[src/rtl/pc_sequencer_pkg.sv]
// Shared types for the PC sequencer: FSM state encoding and branch condition codes.
// The condition codes are also used by the decoder that produces br_cond.
package pc_sequencer_pkg;

    typedef enum logic [2:0] {
        StIdle,
        StFetch,
        StIssue,
        StExec,
        StHalt
    } state_e;

    localparam logic [2:0] CondNever  = 3'b000;
    localparam logic [2:0] CondGe     = 3'b001;
    localparam logic [2:0] CondGeAlt  = 3'b010;
    localparam logic [2:0] CondEqz    = 3'b011;
    localparam logic [2:0] CondAlways = 3'b100;

endpackage

[src/rtl/pc_sequencer_if.sv]
// Bundle of imem, decode and execute-side signals around the PC sequencer.
// master is the sequencer's view; slave is the surrounding pipeline's view.
interface pc_sequencer_if #(
    parameter int unsigned N = 32
);
    logic          imem_req;
    logic [N-1:0]  imem_addr;
    logic          imem_ack;
    logic [31:0]   imem_rdata;
    logic          ir_valid;
    logic [31:0]   ir;
    logic [N-1:0]  ir_pc;
    logic          ir_ready;
    logic          br_valid;
    logic [2:0]    br_cond;
    logic [N-1:0]  br_a;
    logic [N-1:0]  br_target;
    logic          halt;
    logic [N-1:0]  pc;
    logic          br_taken;
    logic          halted;

    modport master (
        output imem_req, imem_addr, ir_valid, ir, ir_pc, pc, br_taken, halted,
        input  imem_ack, imem_rdata, ir_ready, br_valid, br_cond, br_a, br_target, halt
    );

    modport slave (
        input  imem_req, imem_addr, ir_valid, ir, ir_pc, pc, br_taken, halted,
        output imem_ack, imem_rdata, ir_ready, br_valid, br_cond, br_a, br_target, halt
    );

endinterface

[src/rtl/pc_sequencer_branch_eval.sv]
// Combinational branch condition evaluator: (br_a, br_cond) -> taken.
module pc_sequencer_branch_eval
    import pc_sequencer_pkg::*;
#(
    parameter int unsigned N = 32
) (
    input  logic [N-1:0] br_a,
    input  logic [2:0]   br_cond,
    output logic         taken
);

    always_comb begin
        taken = 1'b0;
        case (br_cond)
            CondGe, CondGeAlt: taken = ~br_a[N-1];
            CondEqz:           taken = (br_a == '0);
            CondAlways:        taken = 1'b1;
            default:           taken = 1'b0;
        endcase
    end

endmodule

[src/rtl/pc_sequencer.sv]
// Multi-cycle fetch/branch sequencer: owns the PC, fetches one instruction at a time,
// hands it to decode, then picks the next PC once execute resolves it.
module pc_sequencer
    import pc_sequencer_pkg::*;
#(
    parameter int unsigned  N        = 32,
    parameter logic [N-1:0] RESET_PC = '0,
    parameter logic [N-1:0] PC_INC   = N'(4)
) (
    input logic            clk,
    input logic            rst,
    pc_sequencer_if.master bus
);

    // Taken targets are forced onto an instruction boundary.
    localparam logic [N-1:0] AlignMask = ~(PC_INC - N'(1));

    state_e       state_q, state_d;
    logic [N-1:0] pc_q, pc_d;
    logic [N-1:0] ir_pc_q, ir_pc_d;
    logic [31:0]  ir_q, ir_d;
    logic         br_taken_q, br_taken_d;
    logic         taken;

    pc_sequencer_branch_eval #(
        .N(N)
    ) u_branch_eval (
        .br_a   (bus.br_a),
        .br_cond(bus.br_cond),
        .taken  (taken)
    );

    always_comb begin
        state_d    = state_q;
        pc_d       = pc_q;
        ir_d       = ir_q;
        ir_pc_d    = ir_pc_q;
        br_taken_d = 1'b0;
        unique case (state_q)
            StIdle: state_d = StFetch;
            StFetch: begin
                if (bus.imem_ack) begin
                    ir_d    = bus.imem_rdata;
                    ir_pc_d = pc_q;
                    state_d = StIssue;
                end
            end
            StIssue: begin
                if (bus.ir_ready) state_d = StExec;
            end
            StExec: begin
                if (bus.br_valid) begin
                    // halt beats any branch outcome and leaves pc untouched
                    if (bus.halt) begin
                        state_d = StHalt;
                    end else begin
                        state_d = StFetch;
                        if (taken) begin
                            pc_d       = bus.br_target & AlignMask;
                            br_taken_d = 1'b1;
                        end else begin
                            pc_d = pc_q + PC_INC;
                        end
                    end
                end
            end
            StHalt:  state_d = StHalt;
            default: state_d = StIdle;
        endcase
    end

    always_ff @(posedge clk) begin
        if (rst) begin
            state_q    <= StIdle;
            pc_q       <= RESET_PC;
            ir_q       <= '0;
            ir_pc_q    <= '0;
            br_taken_q <= 1'b0;
        end else begin
            state_q    <= state_d;
            pc_q       <= pc_d;
            ir_q       <= ir_d;
            ir_pc_q    <= ir_pc_d;
            br_taken_q <= br_taken_d;
        end
    end

    assign bus.imem_req  = (state_q == StFetch);
    assign bus.imem_addr = pc_q;
    assign bus.ir_valid  = (state_q == StIssue);
    assign bus.ir        = ir_q;
    assign bus.ir_pc     = ir_pc_q;
    assign bus.pc        = pc_q;
    assign bus.br_taken  = br_taken_q;
    assign bus.halted    = (state_q == StHalt);

endmodule

[src/flat_wrapper.sv]
// flat-port wrapper written by rule: the top's interface ports become plain ports
module pc_sequencer_flat import pc_sequencer_pkg::*;
#(
    parameter int unsigned  N        = 32,
    parameter logic [N-1:0] RESET_PC = '0,
    parameter logic [N-1:0] PC_INC   = N'(4)
)
  (clk, rst, bus_imem_req, bus_imem_addr, bus_ir_valid, bus_ir, bus_ir_pc, bus_pc, bus_br_taken, bus_halted, bus_imem_ack, bus_imem_rdata, bus_ir_ready, bus_br_valid, bus_br_cond, bus_br_a, bus_br_target, bus_halt);
  pc_sequencer_if #(.N(N)) bus_i ();
  input logic clk;
  input logic rst;
  output wire logic [$bits(bus_i.imem_req)-1:0] bus_imem_req;
  output wire logic [$bits(bus_i.imem_addr)-1:0] bus_imem_addr;
  output wire logic [$bits(bus_i.ir_valid)-1:0] bus_ir_valid;
  output wire logic [$bits(bus_i.ir)-1:0] bus_ir;
  output wire logic [$bits(bus_i.ir_pc)-1:0] bus_ir_pc;
  output wire logic [$bits(bus_i.pc)-1:0] bus_pc;
  output wire logic [$bits(bus_i.br_taken)-1:0] bus_br_taken;
  output wire logic [$bits(bus_i.halted)-1:0] bus_halted;
  input wire logic [$bits(bus_i.imem_ack)-1:0] bus_imem_ack;
  input wire logic [$bits(bus_i.imem_rdata)-1:0] bus_imem_rdata;
  input wire logic [$bits(bus_i.ir_ready)-1:0] bus_ir_ready;
  input wire logic [$bits(bus_i.br_valid)-1:0] bus_br_valid;
  input wire logic [$bits(bus_i.br_cond)-1:0] bus_br_cond;
  input wire logic [$bits(bus_i.br_a)-1:0] bus_br_a;
  input wire logic [$bits(bus_i.br_target)-1:0] bus_br_target;
  input wire logic [$bits(bus_i.halt)-1:0] bus_halt;
  assign bus_imem_req = bus_i.imem_req;
  assign bus_imem_addr = bus_i.imem_addr;
  assign bus_ir_valid = bus_i.ir_valid;
  assign bus_ir = bus_i.ir;
  assign bus_ir_pc = bus_i.ir_pc;
  assign bus_pc = bus_i.pc;
  assign bus_br_taken = bus_i.br_taken;
  assign bus_halted = bus_i.halted;
  assign bus_i.imem_ack = bus_imem_ack;
  assign bus_i.imem_rdata = bus_imem_rdata;
  assign bus_i.ir_ready = bus_ir_ready;
  assign bus_i.br_valid = bus_br_valid;
  assign bus_i.br_cond = bus_br_cond;
  assign bus_i.br_a = bus_br_a;
  assign bus_i.br_target = bus_br_target;
  assign bus_i.halt = bus_halt;
  pc_sequencer #(.N(N), .RESET_PC(RESET_PC), .PC_INC(PC_INC)) u_core (.clk(clk), .rst(rst), .bus(bus_i));
endmodule
[config.mk]
export PLATFORM = sky130hd
export DESIGN_NAME = pc_sequencer_flat
export DESIGN_NICKNAME = d
export VERILOG_FILES = /design/src/rtl/pc_sequencer_pkg.sv /design/src/rtl/pc_sequencer_if.sv /design/src/rtl/pc_sequencer_branch_eval.sv /design/src/rtl/pc_sequencer.sv /design/src/flat_wrapper.sv
export SDC_FILE = /design/constraint.sdc
export NUM_CORES = 1
export LEC_CHECK = 0
export CAP_MARGIN = 5
export CELL_PAD_IN_SITES_DETAIL_PLACEMENT = 0
export CELL_PAD_IN_SITES_GLOBAL_PLACEMENT = 1
export CORE_MARGIN = 2
export CORE_UTILIZATION = 23
export DETAILED_ROUTE_END_ITERATION = 10
export PLACE_DENSITY_LB_ADDON = 0.1
export SLEW_MARGIN = 20
export SYNTH_ARGS = -nofsm -noshare
export SYNTH_HDL_FRONTEND = slang
export SYNTH_HIERARCHICAL = 1
export SYNTH_SLANG_ARGS = --single-unit
[constraint.sdc]
create_clock -name clk -period 7.58 [get_ports clk]
set_input_delay 0.758 -clock clk [delete_from_list [all_inputs] [get_ports clk]]
set_output_delay 0.758 -clock clk [all_outputs]
set_load 0.005 [all_outputs]
### Nets reached from selected ports, run 1

Drawn at 3 px/um.
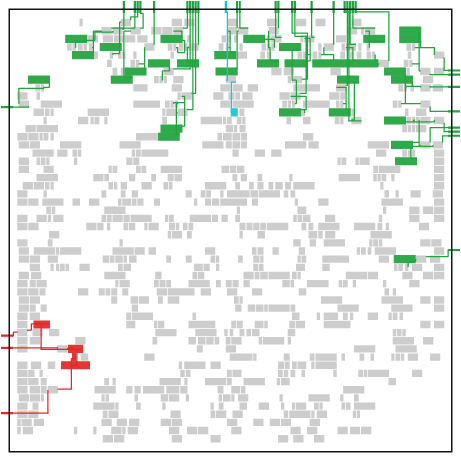
colour	port	bits	direction	edge	end cells	buffers	wire
red	bus_br_cond	3	input	left	5	3	97.7 um
cyan	bus_imem_ack	1	input	top	1	1	35.5 um
green	bus_ir	32	output	23 top, 8 right, 1 left	32	32	838 um
buffers added on ports: 228
num ports: 237

### Signal wires on met3, run 1

Drawn at 2 px/um. Cells faint in the background.
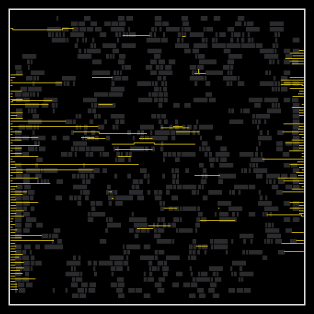
nets with wire on the layer	150
main direction	horizontal
wire length on this layer	1170 um
longest straight run	63.7 um
share of all routed wire	6.8%
via total after detailed routing: 5035
met3 Resource Use GR: 0.0419
Total Wirelength: 17100 um

==> impl_metrics.ini, run 1 <==
; flow metrics
[outcome]
outcome = finished clean

[placed_design]
dp.final_hpwl_um = 12000
placement.setup.worst_slack_ns = 3.67
placement.cell_area_mm2 = 0.00695

[cells_and_area]
postLayoutCoreUtil = 0.359
finish.instance_area_mm2 = 0.00725
fraction_of_final_layout_cells_with_drive_strength_greater_than_1 = 0.0414
layout_top_cells = 227 x sky130_fd_sc_hd__clkdlybuf4s50_1, 152 x sky130_fd_sc_hd__nand2_1, 96 x sky130_fd_sc_hd__dfxtp_1
final_layout_top_logic_cell = sky130_fd_sc_hd__clkdlybuf4s50_1
post_layout_nonfiller_instances = 1068
flow.area_growth_from_synthesis_pct = 54.1
nets = 898

[setup_path]
ff2ff_path_depth = 6
worst_ep_arrival_time_ns = 3.74
timing.critical_path.slowest_stage_cell = sky130_fd_sc_hd__clkdlybuf4s50_1
start_kind = input pin
timing.critical_path.slowest_cell_delay_ns = 0.57
worstPathMaxFanout = 66
worstSetupPathDepth = 10
crit_path_end = u_core/bus.imem_addr[15]
crit_chain = clkdlybuf4s50_1 -> nor4b_2 -> nand4_1 -> or4_1 -> o221ai_4 -> buf_4 -> inv_1 -> o21ai_0 -> a21o_1 -> a211oi_1
setup.worst_path.end_class = register
critical_path.n_buffers_inverters = 3
critPathLaunch = bus_br_cond[0]
cpLargestDelayFamily = buffers and inverters
rr_startpoint = u_core/bus.imem_addr[3]
cp.required_ns = 7.79

[clock_network]
cts.repair_timing.setup_buffer_count = 0
path_clk_slew_ns = 0.07
clock_tree.buffer_depth = 2
tritoncts_num_sinks = 96
cts_tree = built
clk_root_buffer_cell = sky130_fd_sc_hd__clkbuf_16
number_of_cells_upsized_or_downsized_after_cts = 0

[pwr]
swShare = 0.255
total_switching_power_uw = 290
power.combinational.total_uw = 156
total_leakage_power_nw = 2.36
seq_cell_power_uw = 528
sequentialPowerShare = 0.464
power-top-group = registers
power.density_mw_per_mm2 = 157
power.internal_uw = 847

[die]
fp.coreArea_mm2 = 0.0202
die_y_um = 147
floorplan.die.width_um = 147
placement_rows = 52
die_outline_area_mm2 = 0.0216
initCoreUtil = 0.233

[sta]
finalCriticalPeriod_ns = 3.53
setup_slack_ns = 4.05
final_min_period_over_clock_period = 0.466
worstMarginPinSlew_ns = 0.682
achievable-frequency_mhz = 283
maxSlewHeadroom = 0.545
hold-worst-slack_ns = 0.456
rsz_0062_raised_after_global_routing = false
fin_skew_ns = 0.0111
setup_viol_count_final = 0
slew_violations = 0

[global_route]
grt_max_degree = 67
global_route.overflow_total = 0
antenna_found_initial = 1
grt.total_usage = 0.156
gr_peak_layer = met2
grt_pass1_wl_um = 26600

[synthesis]
yosys.cell_count.top_type = sky130_fd_sc_hd__nand2_1
post-synth-top-area-cell = sky130_fd_sc_hd__dfxtp_1
ys_sh_aoi = 0.179
synth_stat.cells = 624
synth.comb.largest_family = simple AND/OR/NAND/NOR gates
post_synth_xor_area_fraction = 0
synth.top_cells.by_area = sky130_fd_sc_hd__dfxtp_1 41%, sky130_fd_sc_hd__nand2_1 12%, sky130_fd_sc_hd__a21oi_1 9.0%, sky130_fd_sc_hd__buf_4 5.7%, sky130_fd_sc_hd__clkbuf_1 3.0%
synth-edff-count = 0
synth.lib_cells_used.distinct = 56
synth.avg_cell_area_um2 = 7.54
synthFlopType = sky130_fd_sc_hd__dfxtp_1
syn_inst = 624
top_area_frac = 0.409
yosys_area_mm2 = 0.00470
synth_area_mm2 = 0.00470
numSynthFlops = 96
synthTopCellsByCount = 153 x sky130_fd_sc_hd__nand2_1, 96 x sky130_fd_sc_hd__dfxtp_1, 85 x sky130_fd_sc_hd__a21oi_1
post_synth_and_or_nand_nor_area_fraction = 0.294
postSynth.asyncResetShare = 0

[drt]
routed_length_on_met1_um = 7880
drc = 0
met3_length_um = 1170
postRouteAntennaNets = 0
avgViaCountPerCell = 4.71
detailedRoute.firstIterationViolations = 217
topRoutingLayerUsed = met4
dr.pass1.iters = 5

[hold_path]
worst_hold_path.num_cells = 2
whs_endpoint = u_core/bus.ir[31]
hold_path_class = reg -> reg

[flow_run]
warnings = 28
max-cap-violations = 0
### Clock wires, drivers and flops, run 1

Drawn at 3 px/um.
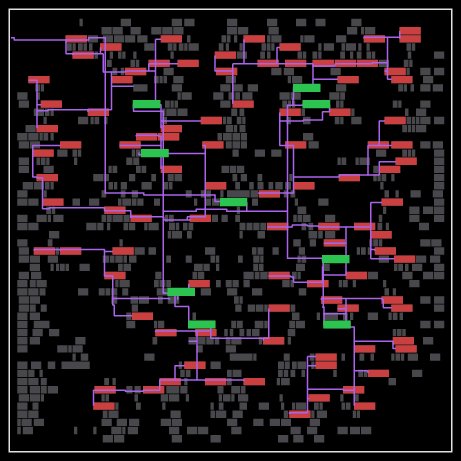
[purple] clock wires | length: 1470 um
[green] cells driving clock nets | count: 9
[red] flip-flops | count: 96
routed clock nets	10
flops lie	widely spread
proportion of power drawn by the clock network: 0.399
clock network power consumption: 453 uW
Insertion Delay late pin: 0.35 ns

run 1: final cells by class:
type	count	area [um^2]
fillers	2098	12900
multi-input cells	450	2360
repair buffers	234	2320
flip-flops and latches	96	1920
well taps	270	338
clock buffers	11	253
clock inverters	5	38.8
inverters	1	3.75
diodes	1	2.50
run 1: flip-flops by register name, indices dropped and copies added, names as in the netlist:
signal and flops:
u_core/bus.ir_pc 30, u_core/bus.ir 32, u_core/bus.imem_addr 30, u_core/bus.br_taken 1, u_core/state_q 3
run 1: cell families (layout without fill, tap and decap cells):
family / after synthesis / in the layout
simple gates: 290 / 290
compound gates: 145 / 145
flops: 96 / 96
buf+inv: 83 / 251
mux: 8 / 8
fa+ha+maj: 1 / 1
other cells: 1 / 7
### Cell classes on the final placement, run 1

Drawn at 2 px/um.
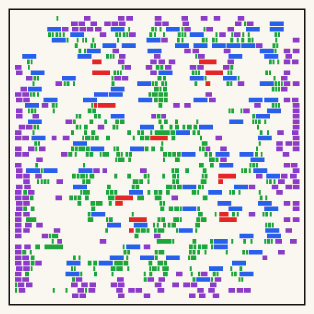

==> inputs of run 2 (changes only) <==
==> constraint.sdc (replaced) <==
create_clock -name clk -period 2.85 [get_ports clk]
set_input_delay 0.285 -clock clk [delete_from_list [all_inputs] [get_ports clk]]
set_output_delay 0.285 -clock clk [all_outputs]
set_load 0.005 [all_outputs]
### Cell classes on the final placement, run 2

Drawn at 2 px/um.
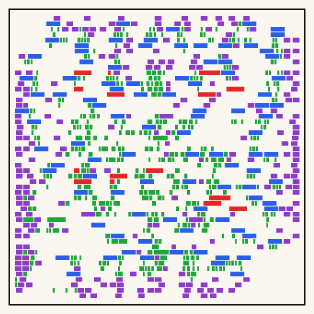
colour	class	cells	share of their area
green	all other logic	451	33%
red	clock drivers and dummy loads	15	4.5%
blue	flops	96	27%
purple	other buffers and delay cells	256	35%
# rows: 52
Placeable Area: 0.0202 mm^2
post-route design area: 0.00747 mm^2

### Nets reached from selected ports, run 2

Drawn at 3 px/um.
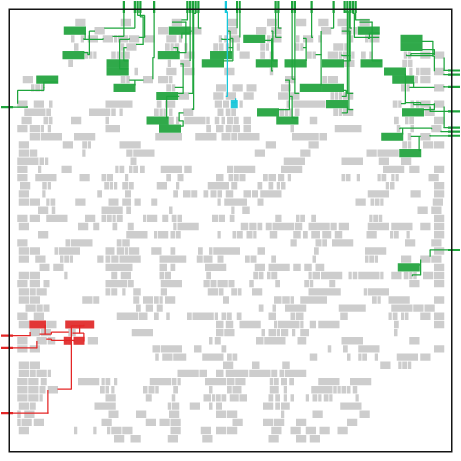
colour	port	bits	direction	edge	end cells	buffers	wire
green	bus_ir	32	output	23 top, 8 right, 1 left	32	32	812 um
cyan	bus_imem_ack	1	input	top	1	1	32.0 um
red	bus_br_cond	3	input	left	5	4	101 um

==> impl_metrics.ini, run 2 <==
; flow metrics
[pwr]
power.combinational.total_uw = 439
sequentialPowerShare = 0.443
power.density_mw_per_mm2 = 424
total_leakage_power_nw = 2.50

[sta]
worstMarginPinSlew_ns = 0.677
slew_violations = 0
maxSlewHeadroom = 0.547
final_min_period_over_clock_period = 0.869
fin_skew_ns = 0.00591
achievable-frequency_mhz = 404
hold-worst-slack_ns = 0.453
setup_viol_count_final = 0
rsz_0062_raised_after_global_routing = false

[drt]
drt-total-wl_um = 17400
met3_length_um = 1250
topRoutingLayerUsed = met4
vias = 5153
drc = 0
routed_length_on_met1_um = 7890
postRouteAntennaNets = 0
avgViaCountPerCell = 4.74
dr.pass1.iters = 4

[global_route]
global_route.overflow_total = 0
grt_max_degree = 59
grt_pass1_wl_um = 26400
met3_resource_use_gr = 0.0475
grt.total_usage = 0.155
antenna_found_initial = 1
gr_peak_layer = met2

[die]
num_io_pins = 237
initCoreUtil = 0.233
floorplan.die.width_um = 147
die_outline_area_mm2 = 0.0216
n_tap_cell = 270
die_y_um = 147

[setup_path]
cpLargestDelayFamily = simple AND/OR/NAND/NOR gates
timing.critical_path.slowest_cell_delay_ns = 0.57
worst_ep_arrival_time_ns = 2.69
timing.critical_path.slowest_stage_cell = sky130_fd_sc_hd__or4_1
worstSetupPathDepth = 10
ff2ff_path_depth = 5

[synthesis]
synthTopCellsByCount = 153 x sky130_fd_sc_hd__nand2_1, 96 x sky130_fd_sc_hd__dfxtp_1, 85 x sky130_fd_sc_hd__a21oi_1
synth.top_cells.by_area = sky130_fd_sc_hd__dfxtp_1 41%, sky130_fd_sc_hd__nand2_1 12%, sky130_fd_sc_hd__a21oi_1 9.0%, sky130_fd_sc_hd__buf_4 5.7%, sky130_fd_sc_hd__clkbuf_1 3.0%
synth-edff-count = 0
synth.avg_cell_area_um2 = 7.54
syn_inst = 624
post-synth-top-area-cell = sky130_fd_sc_hd__dfxtp_1
synth_stat.cells = 624
synth_area_mm2 = 0.00470
numSynthFlops = 96

[clock_network]
cts.repair_timing.setup_buffer_count = 0
tritoncts_num_sinks = 96
worstSkewPairLatency_ns = 0.35
clk_root_buffer_cell = sky130_fd_sc_hd__clkbuf_16

[cells_and_area]
num-nonclk-buffers = 256
layout.area.seq_mm2 = 0.00192
multi_input_gate_area_in_the_final_layout_mm2 = 0.00236
num-multi-input-gates = 450
largest_area_class_layout = buffers
final.fill_count = 2076
largest_register_ffs = 32
postLayoutCoreUtil = 0.371
sh_seq_area = 0.257
layout_top_cells = 227 x sky130_fd_sc_hd__clkdlybuf4s50_1, 152 x sky130_fd_sc_hd__nand2_1, 96 x sky130_fd_sc_hd__dfxtp_1
inverters = 1

[hold_path]
hold_path_class = reg -> reg
whs_endpoint = u_core/bus.ir[13]

[flow_run]
warnings = 28

[outcome]
outcome = finished clean
-- run 2: tightest hold or removal path, stage by stage (launching register included) --
cell                      delay [ns]
sky130_fd_sc_hd__dfxtp_1        0.31
sky130_fd_sc_hd__nand2_1        0.05
sky130_fd_sc_hd__a21oi_1        0.05
-- run 2: cell families (layout without fill, tap and decap cells) --
family          Yosys count  after routing  share of synthesized area
other cells               1              6                   0.000798
buf+inv                  83            272                     0.0977
mux                       8              8                     0.0170
simple gates            290            290                      0.294
fa+ha+maj                 1              1                    0.00266
compound gates          145            145                      0.179
flops                    96             96                      0.409
-- run 2: stage by stage --
stage / total power, mW / instance area, um^2
3_5_place_dp: 1.88 / 7150
3_3_place_gp: 1.87 / 7150
4_1_cts: 3.23 / 7470
6_report: 3.17 / 7470
5_1_grt: 3.32 / 7470
2_1_floorplan: 1.60 / 4720
### Clock wires, drivers and flops, run 2

Drawn at 3 px/um.
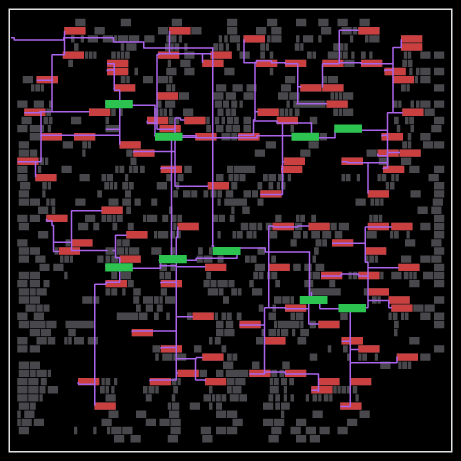

==> inputs of run 3 (changes only) <==
--- a/config.mk
+++ b/config.mk
@@ -9,7 +9,7 @@
 export CELL_PAD_IN_SITES_DETAIL_PLACEMENT = 0
 export CELL_PAD_IN_SITES_GLOBAL_PLACEMENT = 1
 export CORE_MARGIN = 2
-export CORE_UTILIZATION = 23
+export CORE_UTILIZATION = 25
 export DETAILED_ROUTE_END_ITERATION = 10
 export PLACE_DENSITY_LB_ADDON = 0.1
 export SLEW_MARGIN = 20
### Clock wires, drivers and flops, run 3

Drawn at 3 px/um.
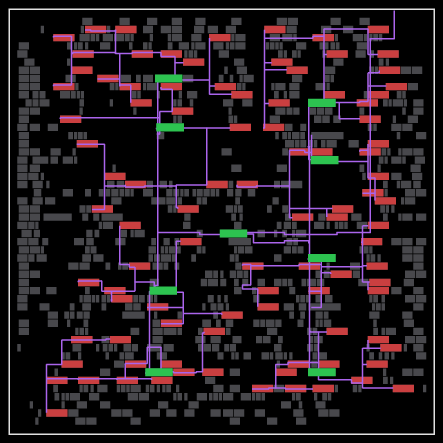
[purple] clock wires | length: 1510 um
[red] flip-flops | count: 96
[green] cells driving clock nets | count: 9
routed clock nets	10
clock network power consumption: 1.33 mW
maximum clock skew at final layout: 0.00731 ns
proportion of power drawn by the clock network: 0.421

### Cell classes on the final placement, run 3

Drawn at 2 px/um.
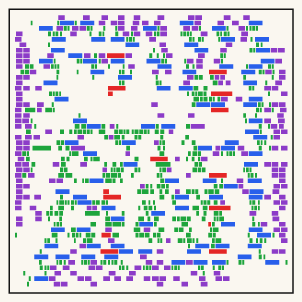
colour	class	cells	share of their area
purple	other buffers and delay cells	252	35%
blue	flops	96	27%
green	all other logic	451	33%
red	clock drivers and dummy loads	15	4.5%
# rows: 50
Placeable Area: 0.0186 mm^2
Post-Route Utilization: 0.398

==> impl_metrics.ini, run 3 <==
; flow metrics
[outcome]
outcome = finished clean

[drt]
dr.pass1.iters = 5
drt-total-wl_um = 16600
avgViaCountPerCell = 4.86
drc = 0
routed_wire_length_per_instance_um = 15.8
detailedRoute.firstIterationViolations = 322
vias = 5096
postRouteAntennaNets = 0

[synthesis]
post-synth-top-area-cell = sky130_fd_sc_hd__dfxtp_1
synth.top_cells.by_area = sky130_fd_sc_hd__dfxtp_1 41%, sky130_fd_sc_hd__nand2_1 12%, sky130_fd_sc_hd__a21oi_1 9.0%, sky130_fd_sc_hd__buf_4 5.7%, sky130_fd_sc_hd__clkbuf_1 3.0%
numSynthFlops = 96
synth-edff-count = 0
syn_inst = 624
synth_stat.cells = 624
postSynth.asyncResetShare = 0
synthTopCellsByCount = 153 x sky130_fd_sc_hd__nand2_1, 96 x sky130_fd_sc_hd__dfxtp_1, 85 x sky130_fd_sc_hd__a21oi_1
synth.avg_cell_area_um2 = 7.54
synth.yosys.warnings = 6
yosys_area_mm2 = 0.00470
synth_area_mm2 = 0.00470
synthFlopType = sky130_fd_sc_hd__dfxtp_1

[placed_design]
placement.setup.worst_slack_ns = 0.0550
placement.cell_area_mm2 = 0.00707
io_buffers = 228
gp_routability_congestion = 0.777
placedCellCount = 1033
dp.final_hpwl_um = 12000

[sta]
maxSlewHeadroom = 0.501
finalCriticalPeriod_ns = 2.40
slew_violations = 0
hold-worst-slack_ns = 0.429
achievable-frequency_mhz = 417
setup_viol_count_final = 0
final_min_period_over_clock_period = 0.841
fin_tns_setup_ns = 0
worstMarginPinSlew_ns = 0.738
rsz_0062_raised_after_global_routing = false

[pwr]
seq_cell_power_mw = 1.40
power.internal_mw = 2.41
power.combinational.total_uw = 431
power_mw = 3.17
sequentialPowerShare = 0.443
total_leakage_power_nw = 2.47
power-top-group = registers
total_switching_power_uw = 755
swShare = 0.238
combPwrFrac = 0.136
power.density_mw_per_mm2 = 429

[setup_path]
crit_path_end = u_core/bus.imem_addr[14]
worstSetupPathDepth = 10
worstPathMaxFanout = 9
critical_path.n_buffers_inverters = 3
cpLargestDelayFamily = simple AND/OR/NAND/NOR gates
critPathLaunch = bus_br_a[25]
worst_ep_arrival_time_ns = 2.65
cp.required_ns = 3.11
timing.critical_path.slowest_cell_delay_ns = 0.58
setup.worst_path.end_class = register
rr_startpoint = u_core/bus.imem_addr[2]
timing.critical_path.slowest_stage_cell = sky130_fd_sc_hd__or4_1
worst_r2r_endpoint = u_core/bus.imem_addr[14]
ff2ff_path_depth = 6

[die]
num_io_pins = 237
initCoreUtil = 0.253
floorplan.die.width_um = 141
n_tap_cell = 234
die_y_um = 141
die_outline_area_mm2 = 0.0199

[cells_and_area]
finish.instance_area_mm2 = 0.00739
fraction_of_final_layout_cells_with_drive_strength_greater_than_1 = 0.0614
num-nonclk-buffers = 252
final_layout_top_logic_cell = sky130_fd_sc_hd__clkdlybuf4s50_1
logic_share_of_the_area = 0.320
layout.area.seq_mm2 = 0.00192
multi_input_gate_area_in_the_final_layout_mm2 = 0.00236
nets = 916
inverters = 1
sh_seq_area = 0.260
final.fill_count = 1888
clk_buf = 10
buffer_area_frac = 0.336
layout_top_cells = 227 x sky130_fd_sc_hd__clkdlybuf4s50_1, 152 x sky130_fd_sc_hd__nand2_1, 96 x sky130_fd_sc_hd__dfxtp_1
flow.area_growth_from_synthesis_pct = 57.1
largest_area_class_layout = buffers
num-multi-input-gates = 450
largest_register_ffs = 32

[global_route]
grt.total_usage = 0.161
grt_pass1_wl_um = 25500
grt.met1_usage = 0.211
gr_peak_layer = met2
grt_max_degree = 57
global_route.overflow_total = 0
met3_resource_use_gr = 0.0316
antenna_found_initial = 0
grt.met2_usage = 0.261

[clock_network]
worstSkewPairLatency_ns = 0.35
cts_inserted_buffers = 9
htree_num_levels = 3
tritoncts_num_sinks = 96
cts.repair_timing.setup_buffer_count = 0
cts_tree = built
clk_root_buffer_cell = sky130_fd_sc_hd__clkbuf_16
path_clk_slew_ns = 0.07

[flow_run]
max-cap-violations = 0
warnings = 28

[hold_path]
whs_endpoint = u_core/state_q[2]
hold_path_class = in -> reg
worst_hold_path.num_cells = 2
[run 3: cell counts after synthesis]
No cell type changed its count.
[run 3: logic make-up after synthesis]
logic type / Yosys count / share of synthesized area
multiplexers: 8 / 0.0170
flip-flops: 96 / 0.409
AND-OR/OR-AND: 145 / 0.179
other: 1 / 0.000798
buffers and inverters: 83 / 0.0977
AND/OR/NAND/NOR: 290 / 0.294
adder cells (fa/ha/maj): 1 / 0.00266
[run 3: routing by layer]
layer  up-vias  routed length, um
li1       2523                  -
met1      2368               7710
met2       187               7520
met3        18               1020
met4         0                315
met5         -                  0
Power and IR drop assume default switching activity.
